### config.mk
export PLATFORM = sky130hd
export DESIGN_NAME = capture_trigger_unit
export DESIGN_NICKNAME = d
export VERILOG_FILES = /design/src/rtl/capture_pkg.sv /design/src/rtl/trigger_match.sv /design/src/rtl/capture_trigger_unit.sv
export SDC_FILE = /design/constraint.sdc
export NUM_CORES = 1
export LEC_CHECK = 0
export ABC_AREA = 1
export CORE_ASPECT_RATIO = 1.4
export CORE_MARGIN = 5
export CORE_UTILIZATION = 28
export CTS_CLUSTER_DIAMETER = 120
export DETAILED_ROUTE_END_ITERATION = 6
export PLACE_DENSITY = 0.54
export SLEW_MARGIN = 20
export SYNTH_ARGS = -nofsm -noshare
export SYNTH_HDL_FRONTEND = slang
export SYNTH_SLANG_ARGS = --single-unit
export TNS_END_PERCENT = 5
### constraint.sdc
create_clock -name clock -period 2.1 [get_ports clock]
set_input_delay 0.315 -clock clock [delete_from_list [all_inputs] [get_ports clock]]
set_output_delay 0.315 -clock clock [all_outputs]
set_load 0.005 [all_outputs]
### src/rtl/capture_pkg.sv
// Shared types and default widths for the logic capture trigger path.
package capture_pkg;

    localparam int CAPTURE_SAMPLE_W = 16;
    localparam int CAPTURE_CNT_W    = 16;

    typedef enum logic [2:0] {
        DISARMED,
        ARMED,
        FIRED,
        POST,
        DONE
    } trig_state_t;

endpackage

### src/rtl/trigger_match.sv
// Level/edge sample qualifier for the capture trigger.
// Edge matching and the prev register exist only when CAPTURE_TRIGGER_EDGE_EN is defined.
module trigger_match
    import capture_pkg::*;
#(
    parameter int SAMPLE_W = CAPTURE_SAMPLE_W
) (
    input  logic                clock,
    input  logic                reset,
    input  logic                sample_valid,
    input  logic [SAMPLE_W-1:0] sample,
    input  logic                clear,
    input  logic [SAMPLE_W-1:0] cfg_mask,
    input  logic [SAMPLE_W-1:0] cfg_value,
    input  logic [SAMPLE_W-1:0] cfg_edge_mask,
    input  logic [SAMPLE_W-1:0] cfg_edge_pol,
    output logic                qualify
);

    logic level_ok;
    logic edge_ok;

    assign level_ok = ((sample ^ cfg_value) & cfg_mask) == '0;

`ifdef CAPTURE_TRIGGER_EDGE_EN
    logic [SAMPLE_W-1:0] prev;
    logic                prev_ok;
    logic [SAMPLE_W-1:0] edge_bits;

    // prev_ok stays low until one valid sample has been seen since arming
    always_ff @(posedge clock) begin
        if (reset || clear) begin
            prev    <= '0;
            prev_ok <= 1'b0;
        end else if (sample_valid) begin
            prev    <= sample;
            prev_ok <= 1'b1;
        end
    end

    assign edge_bits = (cfg_edge_pol & ~prev & sample) | (~cfg_edge_pol & prev & ~sample);
    assign edge_ok   = (cfg_edge_mask == '0) ||
                       (prev_ok && ((edge_bits & cfg_edge_mask) == cfg_edge_mask));
`else
    logic unused_edge;
    assign unused_edge = ^{clock, reset, clear, cfg_edge_mask, cfg_edge_pol};
    assign edge_ok     = 1'b1;
`endif

    assign qualify = sample_valid && level_ok && edge_ok;

endmodule

### src/rtl/capture_trigger_unit.sv
// Trigger qualifier and post-trigger sample counter ahead of the analyzer control FSM.
// Optional edge triggering is built when CAPTURE_TRIGGER_EDGE_EN is defined.
module capture_trigger_unit
    import capture_pkg::*;
#(
    parameter int SAMPLE_W = CAPTURE_SAMPLE_W,
    parameter int CNT_W    = CAPTURE_CNT_W
) (
    input  logic                clock,
    input  logic                reset,
    input  logic                sample_valid,
    input  logic [SAMPLE_W-1:0] sample,
    input  logic                idle,
    input  logic                pre_trigger,
    input  logic                post_trigger,
    input  logic [SAMPLE_W-1:0] cfg_mask,
    input  logic [SAMPLE_W-1:0] cfg_value,
    input  logic [SAMPLE_W-1:0] cfg_edge_mask,
    input  logic [SAMPLE_W-1:0] cfg_edge_pol,
    input  logic [CNT_W-1:0]    cfg_match_count,
    input  logic [CNT_W-1:0]    cfg_post_samples,
    output logic                saw_trigger,
    output logic                complete,
    output logic [CNT_W-1:0]    pre_count
);

    trig_state_t      state;
    trig_state_t      state_next;
    logic [CNT_W-1:0] match_cnt;
    logic [CNT_W-1:0] post_cnt;
    logic [CNT_W-1:0] pre_cnt;
    logic [CNT_W-1:0] match_target;
    logic [CNT_W:0]   match_inc;
    logic [CNT_W:0]   post_inc;
    logic             qualify;
    logic             fsm_quiet;
    logic             armed_active;
    logic             post_active;
    logic             fire;
    logic             finish;
    logic             saw_q;
    logic             comp_q;

    trigger_match #(
        .SAMPLE_W(SAMPLE_W)
    ) u_match (
        .clock        (clock),
        .reset        (reset),
        .sample_valid (sample_valid),
        .sample       (sample),
        .clear        (state == DISARMED),
        .cfg_mask     (cfg_mask),
        .cfg_value    (cfg_value),
        .cfg_edge_mask(cfg_edge_mask),
        .cfg_edge_pol (cfg_edge_pol),
        .qualify      (qualify)
    );

    assign fsm_quiet    = !idle && !pre_trigger && !post_trigger;
    assign match_target = (cfg_match_count == '0) ? CNT_W'(1) : cfg_match_count;
    assign match_inc    = {1'b0, match_cnt} + 1'b1;
    assign post_inc     = {1'b0, post_cnt} + 1'b1;

    // post_trigger takes priority over pre_trigger, idle over everything
    assign armed_active = (state == ARMED) && !idle && pre_trigger && !post_trigger;
    assign post_active  = (state == POST) && !idle && !fsm_quiet;

    assign fire   = armed_active && qualify && (match_inc == {1'b0, match_target});
    assign finish = post_active &&
                    ((cfg_post_samples == '0) ||
                     (sample_valid && (post_inc == {1'b0, cfg_post_samples})));

    always_ff @(posedge clock) begin
        if (reset) begin
            state <= DISARMED;
        end else begin
            state <= state_next;
        end
    end

    always_comb begin
        state_next = state;
        if (idle || fsm_quiet) begin
            state_next = DISARMED;
        end else begin
            case (state)
                DISARMED: if (pre_trigger && !post_trigger) state_next = ARMED;
                ARMED:    if (fire)                         state_next = FIRED;
                FIRED:    if (post_trigger)                 state_next = POST;
                POST:     if (finish)                       state_next = DONE;
                DONE:     state_next = DONE;
                default:  state_next = DISARMED;
            endcase
        end
    end

    always_ff @(posedge clock) begin
        if (reset) begin
            match_cnt <= '0;
            post_cnt  <= '0;
            pre_cnt   <= '0;
            saw_q     <= 1'b0;
            comp_q    <= 1'b0;
        end else begin
            saw_q  <= fire;
            comp_q <= finish;

            if (!armed_active) begin
                match_cnt <= '0;
            end else if (sample_valid) begin
                match_cnt <= qualify ? match_inc[CNT_W-1:0] : '0;
            end

            // Frozen outside ARMED so the FSM can read it after the trigger
            if (idle || (state == DISARMED)) begin
                pre_cnt <= '0;
            end else if (armed_active && sample_valid && (pre_cnt != {CNT_W{1'b1}})) begin
                pre_cnt <= pre_cnt + 1'b1;
            end

            if (!post_active) begin
                post_cnt <= '0;
            end else if (sample_valid) begin
                post_cnt <= post_inc[CNT_W-1:0];
            end
        end
    end

    assign saw_trigger = saw_q;
    assign complete    = comp_q;
    assign pre_count   = pre_cnt;

endmodule

Figure 1. Wires at chosen ports, followed through buffers.
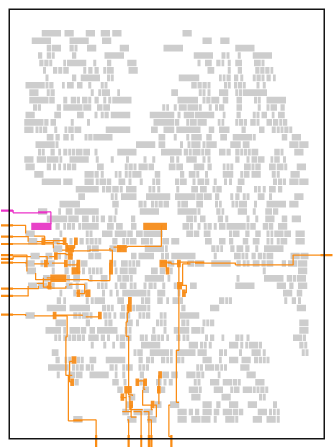
- saw_trigger: magenta (bits 1; direction output; end cells 1; buffers 1; wire 23.0 um)
- cfg_match_count: orange (bits 16; direction input; end cells 39; buffers 30; wire 667 um)
I/O pin count: 136
I/O Buffers: 103

Figure 2. Ports around the boundary.
Pins as bars across the die edge, other pins in grey.
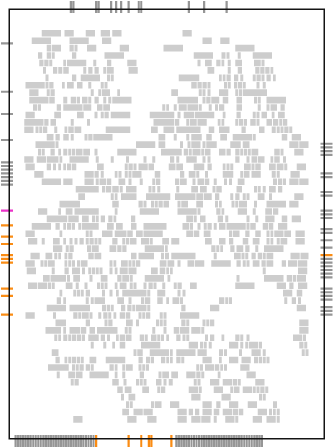
- cfg_match_count: orange (pins 16; direction input; edge 9 west, 6 south, 1 east)
- saw_trigger: magenta (pins 1; direction output; edge west)
- all pins by edge: 73 south, 29 east, 21 west, 13 north
die x size: 115 um
Die H: 157 um

==> flow_summary.ini <==
; flow metrics
[floorplan]
fp.coreArea_um2 = 15100
core.rowCount = 53
chipArea_um2 = 18000
fp_util_pct = 28.6

[power]
seq-power_mw = 1.01
p_leak_nw = 2.83
p_clk_share_pct = 39.1
p_per_area_nw_per_um2 = 348
finalPower_mw = 2.31
p_switching_mw = 0.614
peakVddDrop_uv = 278
p_comb_share_pct = 17.4
p_comb_mw = 0.403
p_int_mw = 1.70
switching_share_pct = 26.5
p_clk_mw = 0.903

[clock_network]
cts.sinks = 53
cts.path.max_buffers = 2
cts_tree = built
cts.clk_slew.worst_paths_ns = 0.08
clk_latency_ns = 0.30
htreeDepth = 2
cts_buffers = 5

[run]
max-cap-violations = 0
warnings = 59

[setup_path]
path_max_fanout = 6
crit_type = flop to flop
worstPathArrival_ns = 2.27
critPathMaxStageDelay_ns = 0.37
cp_num_buf_inv = 2
cp_cell_sequence = buf_6, nand2_4, nor2_4, buf_12, nand3_2, nand2_2, nand2_1, nand2_1, nand2_1, nor2_2, nand3_1, o21bai_2, nand2_1, nand2_2, nand3_2, nand2_1, nor2_1
crit_required_ns = 2.30
cp-start-kind = flop
crit_top_cell = nand2_1

[synthesis]
yosys_cells = 755
yosys.area.top_type_share_pct = 24.6
syn_inst = 755
synth_flops = 53
synth_top_cell_by_count = nand2_1
syn-cell-area_um2 = 4310
async_reset_ff_share_pct = 0
mux_share_pct = 0
area_leaders = dfxtp_1 (25%), nand2_1 (20%), nand3_1 (10%), inv_1 (9.8%), nor2_1 (6.9%)
ys_seq_share_pct = 24.6
edf_count = 0
synth_area_per_cell_um2 = 5.71
yosys_warnings = 0
adder_share_pct = 0.871
synthAoiAreaFrac_pct = 10.3
synthXorXnorAreaFrac_pct = 2.58
synth_cell_type_count = 39
topCombFamilyByArea = simple AND/OR/NAND/NOR gates

[final_layout]
layout-drive-gt1-share_pct = 19.3
area_growth_pct = 54.2
nets = 1068
layout_top_cell = nand2_1
stdcell_count = 1140

[global_route]
grt_pass1_vias = 5109
grt_pass1_wl_um = 22900
overflow = 0
grt_usage_pct = 15.6
antenna_found_initial = 0
grt_max_degree = 21

[route]
wl_per_cell_um = 12.5
drt-pass1-iter-count = 4
viasPerCell = 4.61
drc = 0
drtIter0Drc = 198
drt-total-wl_um = 14200

[min_path]
worstHoldPathType = flop to flop

[sta]
fmax_mhz = 484
hold_viol = 0
fin_crit_sh_pct = 98.4
holdWs_ns = 0.486
slew_viol_final = 0
skew_ns = 0.00383
setup_viol_count_final = 0
finalCriticalPeriod_ns = 2.07

[status]
status = complete, no violations

[placement]
placed_area_um2 = 6210
-- metrics by stage --
| step | TNS (ns) | worst slack [ns] |
|---|---|---|
| detailed placement | -0.780 | -0.222 |
| floorplan | 0 | 0.196 |
| CTS | 0 | 0.00308 |
| global placement | -0.615 | -0.163 |
| global route | -0.373 | -0.116 |
| finish | 0 | 0.0331 |
-- sequential cells by signal, indices dropped and copies added (netlist names) --
name	flops
complete	1
match_cnt	16
saw_trigger	1
state	3
pre_count	16
post_cnt	16
-- final cells by class --
| type | instances | area (um^2) |
|---|---|---|
| fill | 1613 | 8410 |
| multi-input combinational | 574 | 2960 |
| timing repair buffer | 194 | 1760 |
| sequential | 53 | 1080 |
| inverter | 119 | 447 |
| tap | 192 | 240 |
| clock buffer | 5 | 125 |
| clock inverter | 3 | 25.0 |
-- path summary, 6_finish.rpt --
check,end,from,cells past startpoint,slack [ns]
worst min register to register,pre_count[14],pre_count[14],2,0.49
worst max-delay path,state[1],post_cnt[1],17,0.03
worst min-delay path,pre_count[14],pre_count[14],2,0.49
worst max register to register,state[1],post_cnt[1],17,0.03
-- per-layer routing --
| metal | GRT usage [%] | wire [um] | vias to the layer above |
|---|---|---|---|
| li1 | - | - | 2814 |
| met1 | 17.6 | 5910 | 2331 |
| met2 | 29.5 | 7390 | 90 |
| met3 | 2.44 | 582 | 23 |
| met4 | 5.20 | 338 | 0 |
| met5 | 0 | 0 | - |
-- tightest hold or removal path, delay by kind of cell (launching register included) --
family	cells	cell delay [ns]
AND-OR/OR-AND	1	0.05
buffers and inverters	1	0.06
flip-flops	1	0.33
-- timing repair --
item / 4_1_cts / 5_1_grt
setup buffers: 1 / 3
gates resized: 9 / 56
endpoints found under the setup margin: 3 / 5
hold buffers: 0 / 0
gates cloned: 0 / 1
pin swaps: 3 / 31
